==> images/zoom.png <==
Region (49, 10) to (69, 30) um. Cells in gray, sequential cells in the stronger gray; small squares are vias.
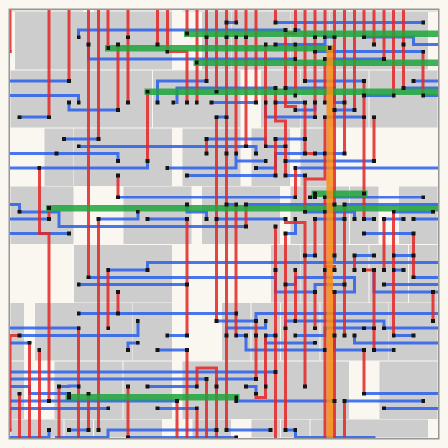
==> images/drive_strength.png <==
Scale: 4 px per um.
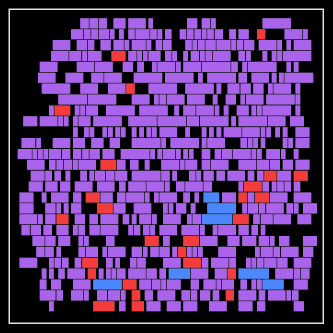
==> images/final_congestion.png <==
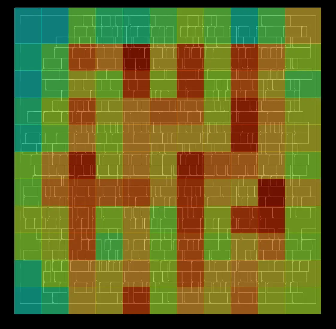
==> images/gate_families.png <==
Scale: 4 px per um.
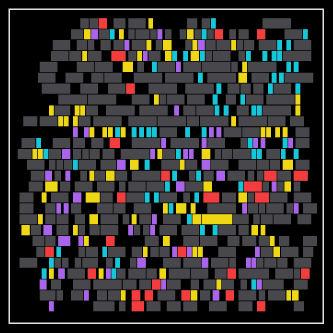
==> images/metal_stack.png <==
Scale: 4 px per um.
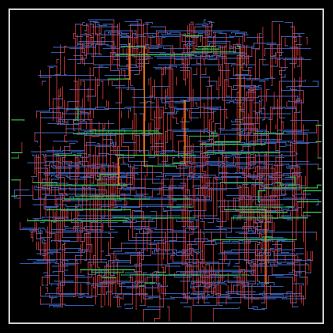
===== src/rtl/fop_pkg.sv =====
// Shared types and constants for the Fibonacci-or-prime classifier family.
// fop_ref() is a loop-based golden classifier for operands up to FOP_W_MAX bits.
package fop_pkg;

   localparam int FOP_W_MAX = 16;

   typedef enum logic [1:0] {
      S_IDLE  = 2'd0,
      S_FIB   = 2'd1,
      S_PRIME = 2'd2,
      S_DONE  = 2'd3
   } fop_state_t;

   // 26 Fibonacci steps reach past 2^16; divisors up to 255 cover every 16-bit composite.
   function automatic logic fop_ref(input logic [FOP_W_MAX-1:0] x);
      logic [FOP_W_MAX+1:0] a;
      logic [FOP_W_MAX+1:0] b;
      logic [FOP_W_MAX+1:0] t;
      logic                 is_fib;
      logic                 is_prime;
      a      = '0;
      b      = (FOP_W_MAX+2)'(1);
      is_fib = 1'b0;
      for (int i = 0; i < 26; i++) begin
         if (a == {2'b00, x}) is_fib = 1'b1;
         t = a + b;
         a = b;
         b = t;
      end
      is_prime = (x >= FOP_W_MAX'(2));
      for (int d = 2; d < 256; d++) begin
         if (((d * d) <= int'(x)) && ((int'(x) % d) == 0)) is_prime = 1'b0;
      end
      return is_fib | is_prime;
   endfunction

endpackage


===== src/rtl/fop_prime_step.sv =====
// One trial-division step: decides whether divisor d settles the primality of x.
// Purely combinational so it can be dropped into pipelined variants unchanged.
module fop_prime_step
   import fop_pkg::*;
#(
   parameter int W = 8
) (
   input  logic [W-1:0] i_x,
   input  logic [W-1:0] i_d,
   output logic         o_done,
   output logic         o_is_prime
);

   logic [2*W-1:0] w_d_ext;
   logic [2*W-1:0] w_x_ext;
   logic [2*W-1:0] w_sq;
   logic [W-1:0]   w_rem;

   assign w_d_ext = {{W{1'b0}}, i_d};
   assign w_x_ext = {{W{1'b0}}, i_x};
   assign w_sq    = w_d_ext * w_d_ext;
   assign w_rem   = (i_d == '0) ? '0 : (i_x % i_d);

   always_comb begin
      o_done     = 1'b0;
      o_is_prime = 1'b0;
      if (i_x < W'(2)) begin
         o_done = 1'b1;
      end else if (w_sq > w_x_ext) begin
         o_done     = 1'b1;
         o_is_prime = 1'b1;
      end else if (w_rem == '0) begin
         o_done = 1'b1;
      end
   end

endmodule


===== config.mk =====
export PLATFORM = sky130hd
export DESIGN_NAME = fop_prime_step
export DESIGN_NICKNAME = d
export VERILOG_FILES = /design/src/rtl/fop_pkg.sv /design/src/rtl/fop_prime_step.sv
export SDC_FILE = /design/constraint.sdc
export NUM_CORES = 1
export LEC_CHECK = 0
export CAP_MARGIN = 20
export CORE_UTILIZATION = 65
export DETAILED_ROUTE_END_ITERATION = 6
export PLACE_DENSITY = 0.85
export SETUP_SLACK_MARGIN = 0.15
export SLEW_MARGIN = 20
export SYNTH_ARGS = -nofsm -noshare
export SYNTH_HDL_FRONTEND = slang
export SYNTH_SLANG_ARGS = --single-unit

===== constraint.sdc =====
create_clock -name vclk -period 21.2
set_input_delay 3.18 -clock vclk [all_inputs]
set_output_delay 3.18 -clock vclk [all_outputs]
set_load 0.005 [all_outputs]

==> job_summary.md <==
## Implementation flow summary

| Metric | Value |
|---|---|
| Initial antenna violation count | 0 |
| Most common cell on crit path | ha_1 |
| Max incr delay on CP | 0.68 ns |
| Sw frac | 0.561 |
| Area leader, netlist | ha_1 |
| Ys cells | 491 |
| Post-Synth Adder-Cell Area | 0.387 |
| Crit path launch type | input pin |
| Die area | 6110 um^2 |
| Seq pwr share | 0 |
| Rows | 27 |
| Nets at Floorplan | 608 |
| Status | finished clean |
| Syn. warnings | 0 |
| GRT overflow | 0 |
| Crit path DAT | 15.70 ns |
| Chip width | 78.1 um |
| RSZ-0062 raised after global routing | false |
| Critical Path End Type | output pin |
| Core area | 5540 um^2 |
| Fmax | 53.0 MHz |
| Final hold vios | 0 |
| Leakage | 1.94 nW |
| Log Warnings | 38 |
| # DRC | 0 |
| Clock buffers | 0 |
| Num ports | 18 |
| Routability congestion estimate | 0.936 |
| Final Max Tran Viols | 0 |
| Comb area leader | adder cells |
| 1st-iter DRT viols | 277 |
| Final Critical Period | 18.88 ns |
| Reg area | 0 um^2 |
| Largest net degree at the start of global routing | 14 |
| Hold path start | i_x[4] |
| Nets | 617 |
| Maximum vdd drop | 43.6 uV |
| Mean Syn Cell Area | 7.68 um^2 |
| Cells after Synth | 491 |
| Synth mux share | 0.0362 |
| Post_cts resized | 0 |
| Biggest area cells | ha_1, fa_1, inv_1 |
| Die extent in y | 78.1 um |
| Rel. slew slack | 0.383 |
| Post-synth cell types | 66 |
| Final setup vio count | 0 |
| Simple-Gate Area Share | 0.208 |
| Vias in the first global route | 3,459 |
| First-pass GRT wire length | 15.1 mm |
| Drt first pass iters | 5 |
Back to the opening pictures, zoom.png:
met3: drawn in green. met4: drawn in orange. met1: drawn in blue. met2: drawn in red.
36 logic cells have their middle in the window. Most frequent: ha_1 (7), nand2_1 (4). Sequential cells in the window: 0.

Back to the opening pictures, drive_strength.png:
drive 2: drawn in red, cells 26, share 5.2%, most used or2_2. drive 3 to 4: drawn in blue, cells 7, share 1.4%, most used mux2_4. drive 1 or less: drawn in purple, cells 465, share 93%, most used ha_1.
final worst slack: 2.32 ns
Area Overhead vs Synth: 5.84%
non-clock buffer count: 18
design area: 3990 um^2

Back to the opening pictures, final_congestion.png:
met1 Track Usage GR: 0.406
GRT Max-Usage Layer: met2
GR Util All Layers: 0.300

Back to the opening pictures, gate_families.png:
inverters: drawn in cyan, cells 64. NAND gates: drawn in purple, cells 53, where widely spread. NOR gates: drawn in yellow, cells 75, where widely spread. AND and OR gates: drawn in red, cells 26.
multi-input combinational area share: 0.872
most numerous logic cell after layout: ha_1
Non-Filler Instances: 570

Back to the opening pictures, metal_stack.png:
met1: drawn in blue, wire length 4,040 um. met4: drawn in orange, wire length 103 um. met3: drawn in green, wire length 538 um. met2: drawn in red, wire length 4,120 um.
Routed WL per cell: 15.4 um
final WL: 8.81 mm
DR vias: 3,550

power groups by stage:
stage | combinational [W] | sequential (W) | clock, W
2_1_floorplan | 0.000182 | 0 | 0
4_1_cts | 0.000230 | 0 | 0
5_1_grt | 0.000262 | 0 | 0
3_3_place_gp | 0.000220 | 0 | 0
6_report | 0.000233 | 0 | 0
3_5_place_dp | 0.000228 | 0 | 0
routing by layer:
layer  vias to the layer above  track usage  share of wire
met5                         -            0              0
met4                         0       0.0611          0.012
met3                        12       0.0174          0.061
met2                       114        0.527           0.47
met1                      1661        0.406           0.46
li1                       1763            -              -
cell type report:
class	count	area, um^2	share of cell area
timing repair buffer	18	180	0.0452
inverter	64	240	0.0602
multi-input combinational	416	3480	0.872
tap	72	90.1	0.0226
critical path: cells and delay by family:
| family | cells | cell delay, ns |
|---|---|---|
| AOI/OAI and AO/OA | 22 | 4.75 |
| adders and majority gates | 7 | 2.14 |
| muxes | 2 | 0.79 |
| xor gates and xnor gates | 1 | 0.11 |
| buffers and inverters | 3 | 1.25 |
| and+or+nand+nor | 13 | 3.46 |
per-stage QoR:
step,utilization,setup slack [ns],hold WS [ns],std cells,cell area (um^2)
global route,0.720,1.47,7.75,570,3990
floorplan,-,4.58,6.59,491,3770
detailed placement,0.720,2.52,7.69,570,3990
global placement,0.720,2.86,7.70,570,3990
finish,0.720,2.32,7.70,570,3990
CTS,0.720,2.48,7.70,570,3990
synth_stat cells, types with 9 or more instances:
library cell	n
o21a_1	12
inv_1	64
nand2_1	37
fa_1	26
nor3_1	10
clkbuf_1	9
xnor2_1	17
a21oi_1	24
o21ai_0	27
ha_1	75
nor2_1	48
cells by family after synthesis:
| kind of cell | count (synthesis) |
|---|---|
| adder cells (fa/ha/maj) | 101 |
| AND-OR/OR-AND | 125 |
| multiplexers | 12 |
| AND/OR/NAND/NOR | 154 |
| XOR/XNOR | 24 |
| buffers and inverters | 75 |
path summary, 6_finish.rpt:
kind                  depth (start not counted)         end  slack (ns)
worst max-delay path                         48      o_done        2.32
worst min-delay path                          5  o_is_prime        7.70
Power and IR drop assume default switching activity.
